[src/rtl/snake_engine.sv]
// snake_engine: snake game-state engine. The body lives in a ring buffer and
// advances one cell per tick after a serial self-collision scan.
`default_nettype none

module snake_engine #(
  parameter int GRID_W   = 40,
  parameter int GRID_H   = 30,
  parameter int X_W      = 6,
  parameter int Y_W      = 5,
  parameter int MAX_LEN  = 64,
  parameter int INIT_LEN = 3,
  parameter int WRAP     = 0,
  parameter int SCORE_W  = 8
) (
  input  logic                         clk,
  input  logic                         rst,
  input  logic                         tick,
  input  logic [2:0]                   dir_in,
  input  logic [X_W-1:0]               food_x,
  input  logic [Y_W-1:0]               food_y,
  input  logic                         food_valid,
  input  logic [X_W-1:0]               query_x,
  input  logic [Y_W-1:0]               query_y,
  output logic                         query_hit,
  output logic                         query_head,
  output logic [X_W-1:0]               head_x,
  output logic [Y_W-1:0]               head_y,
  output logic [$clog2(MAX_LEN+1)-1:0] length,
  output logic [SCORE_W-1:0]           score,
  output logic                         food_eaten,
  output logic                         busy,
  output logic                         game_over
);

  localparam int PW = $clog2(MAX_LEN);
  localparam int LW = $clog2(MAX_LEN + 1);
  localparam logic [2:0] D_UP = 3'd1, D_DOWN = 3'd2, D_LEFT = 3'd3, D_RIGHT = 3'd4;

  typedef enum logic [2:0] {IDLE, STEP, SCAN, COMMIT, DEAD} state_t;

  state_t         state;
  logic [X_W-1:0] body_x [MAX_LEN];
  logic [Y_W-1:0] body_y [MAX_LEN];
  logic [PW-1:0]  head_ptr, tail_ptr;
  logic [2:0]     dir, pending_dir;
  logic [X_W-1:0] next_x, step_x;
  logic [Y_W-1:0] next_y, step_y;
  logic           step_wall, grow;
  logic [LW-1:0]  scan_idx;
  logic [PW-1:0]  scan_ptr;
  logic           scan_hit, scan_last, dir_ok, qhit_c;
  logic [2:0]     dir_ref;

  function automatic logic [2:0] reverse_of(input logic [2:0] d);
    case (d)
      D_UP:    reverse_of = D_DOWN;
      D_DOWN:  reverse_of = D_UP;
      D_LEFT:  reverse_of = D_RIGHT;
      D_RIGHT: reverse_of = D_LEFT;
      default: reverse_of = 3'd0;
    endcase
  endfunction

  // During STEP the pending code is being committed, so reversals are judged
  // against it; otherwise a same-cycle reverse could slip in behind the commit.
  assign dir_ref = (state == STEP) ? pending_dir : dir;
  assign dir_ok  = (dir_in >= D_UP) && (dir_in <= D_RIGHT) && (dir_in != reverse_of(dir_ref));

  always_comb begin
    step_x    = head_x;
    step_y    = head_y;
    step_wall = 1'b0;
    case (pending_dir)
      D_UP:
        if (head_y == '0) begin step_wall = 1'b1; step_y = Y_W'(GRID_H - 1); end
        else step_y = head_y - Y_W'(1);
      D_DOWN:
        if (head_y == Y_W'(GRID_H - 1)) begin step_wall = 1'b1; step_y = '0; end
        else step_y = head_y + Y_W'(1);
      D_LEFT:
        if (head_x == '0) begin step_wall = 1'b1; step_x = X_W'(GRID_W - 1); end
        else step_x = head_x - X_W'(1);
      D_RIGHT:
        if (head_x == X_W'(GRID_W - 1)) begin step_wall = 1'b1; step_x = '0; end
        else step_x = head_x + X_W'(1);
      default: ;
    endcase
  end

  assign scan_ptr  = head_ptr - scan_idx[PW-1:0];
  assign scan_hit  = (body_x[scan_ptr] == next_x) && (body_y[scan_ptr] == next_y);
  assign scan_last = (scan_idx == length - LW'(1));

  always_ff @(posedge clk) begin
    if (rst) begin
      state       <= IDLE;
      dir         <= D_RIGHT;
      pending_dir <= D_RIGHT;
      head_x      <= X_W'(GRID_W / 2);
      head_y      <= Y_W'(GRID_H / 2);
      length      <= LW'(INIT_LEN);
      score       <= '0;
      food_eaten  <= 1'b0;
      busy        <= 1'b0;
      game_over   <= 1'b0;
      head_ptr    <= PW'(INIT_LEN - 1);
      tail_ptr    <= '0;
      scan_idx    <= '0;
      next_x      <= '0;
      next_y      <= '0;
      grow        <= 1'b0;
      for (int i = 0; i < MAX_LEN; i++) begin
        if (i < INIT_LEN) begin
          body_x[i] <= X_W'(GRID_W / 2 - INIT_LEN + 1 + i);
          body_y[i] <= Y_W'(GRID_H / 2);
        end else begin
          body_x[i] <= '0;
          body_y[i] <= '0;
        end
      end
    end else begin
      food_eaten <= 1'b0;
      if (dir_ok) pending_dir <= dir_in;
      case (state)
        IDLE:
          if (tick) begin
            state <= STEP;
            busy  <= 1'b1;
          end
        STEP: begin
          dir      <= pending_dir;
          next_x   <= step_x;
          next_y   <= step_y;
          grow     <= food_valid && (step_x == food_x) && (step_y == food_y);
          scan_idx <= '0;
          if (step_wall && (WRAP == 0)) begin
            state     <= DEAD;
            game_over <= 1'b1;
            busy      <= 1'b0;
          end else begin
            state <= SCAN;
          end
        end
        SCAN:
          // The tail cell vacates this step unless the snake grows.
          if (scan_hit && !(scan_last && !grow)) begin
            state     <= DEAD;
            game_over <= 1'b1;
            busy      <= 1'b0;
          end else if (scan_last) begin
            state <= COMMIT;
          end else begin
            scan_idx <= scan_idx + LW'(1);
          end
        COMMIT: begin
          body_x[head_ptr + PW'(1)] <= next_x;
          body_y[head_ptr + PW'(1)] <= next_y;
          head_ptr <= head_ptr + PW'(1);
          head_x   <= next_x;
          head_y   <= next_y;
          if (grow && (length < LW'(MAX_LEN))) length <= length + LW'(1);
          else tail_ptr <= tail_ptr + PW'(1);
          if (grow) begin
            food_eaten <= 1'b1;
            if (score != '1) score <= score + SCORE_W'(1);
          end
          busy  <= 1'b0;
          state <= IDLE;
        end
        DEAD: ;
        default: state <= IDLE;
      endcase
    end
  end

  always_comb begin
    qhit_c = 1'b0;
    for (int i = 0; i < MAX_LEN; i++) begin
      if ((LW'(PW'(PW'(i) - tail_ptr)) < length) &&
          (body_x[i] == query_x) && (body_y[i] == query_y))
        qhit_c = 1'b1;
    end
  end

  always_ff @(posedge clk) begin
    if (rst) begin
      query_hit  <= 1'b0;
      query_head <= 1'b0;
    end else begin
      query_hit  <= qhit_c;
      query_head <= (body_x[head_ptr] == query_x) && (body_y[head_ptr] == query_y);
    end
  end

endmodule

`default_nettype wire

[config.mk]
export PLATFORM = sky130hd
export DESIGN_NAME = snake_engine
export DESIGN_NICKNAME = d
export VERILOG_FILES = /design/src/rtl/snake_engine.sv
export SDC_FILE = /design/constraint.sdc
export NUM_CORES = 2
export LEC_CHECK = 0
export ABC_AREA = 0
export CORE_AREA = 2 2 430 432
export CTS_CLUSTER_DIAMETER = 40
export CTS_CLUSTER_SIZE = 40
export DETAILED_ROUTE_END_ITERATION = 7
export DIE_AREA = 0 0 432 434
export PLACE_DENSITY = 0.48
export SYNTH_ARGS = -nofsm -noshare
export SYNTH_HDL_FRONTEND = slang
export SYNTH_SLANG_ARGS = --single-unit
export TNS_END_PERCENT = 30
[constraint.sdc]
create_clock -name clk -period 5.6 [get_ports clk]
set_input_delay 1.12 -clock clk [delete_from_list [all_inputs] [get_ports clk]]
set_output_delay 1.12 -clock clk [all_outputs]
set_load 0.005 [all_outputs]
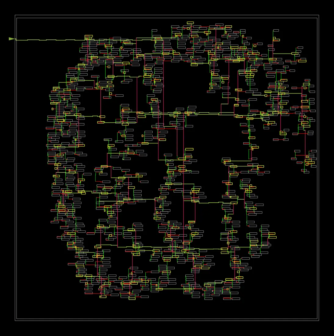
Figure 1: clock routing.
Skew-Pair Late Insertion Delay: 0.81 ns
skew final: 0.0494 ns
flop count: 781
clk sink count: 781
clock network power: 9.38 mW

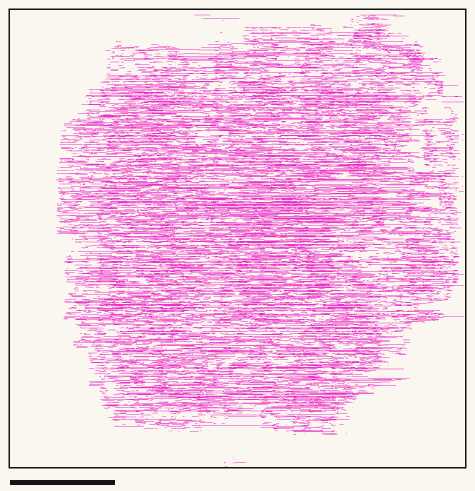
Figure 2: signal wires on met1.
Scale bar: 100 um.
share of all routed wire	39%
main direction	horizontal
wire length on this layer	101 mm
nets with wire on the layer	4680

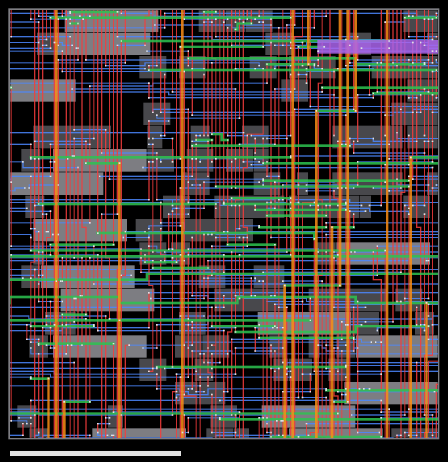
Figure 3: layout detail.
Scale bar: 20 um. Window x 191 to 241, y 279 to 329 um. Cells in gray, sequential cells in the stronger gray; small squares are vias.
color	layer
red	metal 2
blue	metal 1
orange	metal 4
green	metal 3
purple	metal 5
most frequent	xor2_1 (22), edfxtp_1 (14), and2_1 (9)
netlist names of flops here include	body_y (8), body_x (6)
cells with their middle in the window	83
sequential cells in the window	14

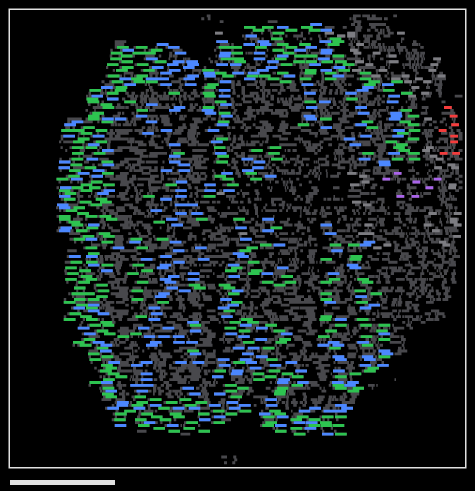
Figure 4: register map, names as in the netlist.
Scale bar: 100 um. Other sequential cells in the stronger gray, the rest of the logic in the fainter gray.
color	name in the netlist	flops
purple	scan_idx	7
red	score	8
blue	body_y	320
green	body_x	384

==> flow_summary.toml <==
# flow metrics
[power_and_ir_drop]
p_sw_share_pct = 30.1
ir_worst_vdd_mv = 0.324
p_seq_share_pct = 36.0
p_sw_mw = 5.85
power.density_mw_per_mm2 = 303
power.share.clock_pct = 48.2

[critical_path]
slowest_delay_ns = 1.25
path_class = "reg -> reg"
r2r_start = "scan_idx[2]"
cp_top_family = "simple AND/OR/NAND/NOR gates"
reg2reg_slack_ns = 0.12
cpMaxStageDelayCell = "nor4_2"
cp-end-kind = "register"
worstPathRequired_ns = 6.29
cp_cell_sequence = "inv_1 -> ha_1 -> and3b_1 -> o21a_2 -> nor4_2 -> a22oi_1 -> nand2_1 -> o221ai_1 -> o32ai_1 -> and3_1 -> a21oi_2 -> and3_1 -> o21a_1"
worstPathArrival_ns = 6.17
reg2reg_to = "scan_idx[4]"
cpMostUsedCell = "and3_1"

[global_routing]
grt_max_degree = 67
grt_pass1_wl_mm = 351
overflow = 0
grt_use_met1_pct = 35.2
first_global_vias = 40613

[flow_run]
warnings = 51
cap_violations = 1

[detailed_routing]
drt_iter0_markers = 6473
met3_wirelength_mm = 27.0
dr_wl_met2_mm = 116
route.detailed.drc = 0
vias_per_cell = 5.90
wl_mm = 258
drt-met1-wl_mm = 101
firstDrtPassIters = 5
top_layer = "met5"

[synthesis]
syn_area_mm2 = 0.0546
ys_sh_xor_pct = 13.3
synth_stat.cells = 4624
ys_sh_adder_pct = 3.68
yosys.cell_types.count = 82
top_cell_area_share_pct = 38.7
ys_sh_simple_pct = 14.5
avgSynthCellArea_um2 = 11.8
most_common_cell = "edfxtp_1"
edf_count = 704
yosys-top-cells-area = "edfxtp_1 39%, mux4_2 17%, xor2_1 11%"
synth_top_cell_by_area = "edfxtp_1"
syn_nets = 4813
logic_family = "multiplexers"
ys_seq_share_pct = 41.6
common_cells = "704 x edfxtp_1, 683 x xor2_1, 571 x and2_1"

[finish]
finalNonFillerCells = 7239
utilization_pct = 35.2
drive_gt1_share_pct = 20.4
fin_nets = 4905
layout-area-overhead-vs-synth_pct = 17.8

[sta]
worst_pin_slew_ns = 1.52
slew_headroom_pct = -2.47
slew_violations = 7
rsz0062_at_grt = "false"

[hold_path]
hold_path.class = "reg -> reg"
min_delay_path_depth = 2

[clocking]
hold_buffers = 0
cts_max_level = 4
cts_setup_buffers = 0
clockRootBuffer = "clkbuf_16"
cts_buffer_depth = 3
cts.reportedPaths.clkPinSlew_ns = 0.05
numCtsBuffers = 152

[floorplan]
die-area_mm2 = 0.187
core_mm2 = 0.182

[place]
placed_cells = 6947
hpwl_mm = 193

[status]
status = "finished with violations"
violations = "max-capacitance violations, max-slew violations"
==> flip-flops by register name, summed over array words and instances (netlist names), 3 cells and up, named ones only <==
| register | count |
|---|---|
| state | 3 |
| tail_ptr | 6 |
| dir | 3 |
| next_x | 6 |
| next_y | 5 |
| length | 7 |
| score | 8 |
| head_y | 5 |
| head_x | 6 |
| scan_idx | 7 |
| body_x | 384 |
| body_y | 320 |
| pending_dir | 3 |
| head_ptr | 6 |
==> worst max-delay path by stage <==
| stage | from | end | slack (ns) |
|---|---|---|---|
| final | scan_idx[2] | scan_idx[4] | 0.12 |
| after global routing | head_ptr[0] | scan_idx[4] | 0.07 |
| after CTS | head_ptr[0] | scan_idx[4] | 0.12 |
| after detailed placement | head_ptr[0] | scan_idx[4] | 0.14 |
| after floorplan | head_ptr[0] | scan_idx[0] | 1.18 |
| after global placement | head_ptr[0] | scan_idx[4] | 0.11 |
==> kinds of logic (layout without fill, tap and decap cells) <==
family,count (synthesis),after routing
buffers and inverters,478,699
AND-OR/OR-AND,467,467
adder cells (fa/ha/maj),160,160
AND/OR/NAND/NOR,1448,1448
multiplexers,464,464
flip-flops,781,781
XOR/XNOR,826,826
other,0,9
==> power by group through the flow <==
stage	combinational [mW]	clock, mW	sequential, mW
floorplan	1.83	0	6.79
global placement	3.00	0	7.11
detailed placement	3.00	0	7.10
CTS	3.02	9.44	6.99
global route	3.15	9.69	7.00
finish	3.07	9.38	7.01
==> worst register-to-register path, cell delays in order (launching register included) <==
cell	delay, ns
dfxtp_1	0.43
inv_1	0.13
ha_1	0.47
and3b_1	0.39
o21a_2	0.40
nor4_2	1.25
a22oi_1	0.34
nand2_1	0.20
o221ai_1	0.17
o32ai_1	0.35
and3_1	0.58
a21oi_2	0.26
and3_1	0.23
o21a_1	0.16
==> stage by stage <==
step / hold WS, ns / instance area, um^2 / setup slack (ns) / power [mW]
detailed placement: 0.498 / 59000 / 0.138 / 10.1
floorplan: 0.460 / 54600 / 1.18 / 8.62
CTS: 0.506 / 64300 / 0.124 / 19.4
finish: 0.505 / 64300 / 0.120 / 19.5
global placement: 0.483 / 59000 / 0.112 / 10.1
global route: 0.556 / 64300 / 0.0735 / 19.8
==> placed cells by master (no fill, tap or decap), types with 15 or more instances in the layout <==
master	n
edfxtp_1	704
xor2_1	683
and2_1	571
mux4_2	400
buf_4	243
nand2_1	197
nor3_1	180
ha_1	158
nor2_1	156
clkbuf_16	153
xnor2_1	141
nor4_1	131
a21oi_1	119
inv_1	88
o21ai_0	72
nand3_1	65
dfxtp_1	62
mux2i_1	58
a21o_1	55
nand4_1	51
clkdlybuf4s50_1	47
o2111ai_1	46
buf_12	28
o21ai_1	27
clkbuf_1	21
a31oi_1	19
or3_1	19
nand2b_1	18
clkinv_2	18
a2111oi_0	18
clkinv_1	17
bufinv_16	16
clkinvlp_4	16
nor2b_1	15
inv_6	15
==> cell type report <==
class,instances,area (um^2),area share (%)
Clock inverter,105,1290,2.01
Inverter,97,365,0.568
Clock buffer,178,3960,6.16
Timing Repair Buffer,319,2860,4.45
Antenna cell,9,22.5,0.0350
Sequential cell,781,22700,35.3
Tap cell,2385,2980,4.64
Multi-Input combinational cell,3365,30100,46.8
No activity file was given, so power comes from the tool's default toggle rates.
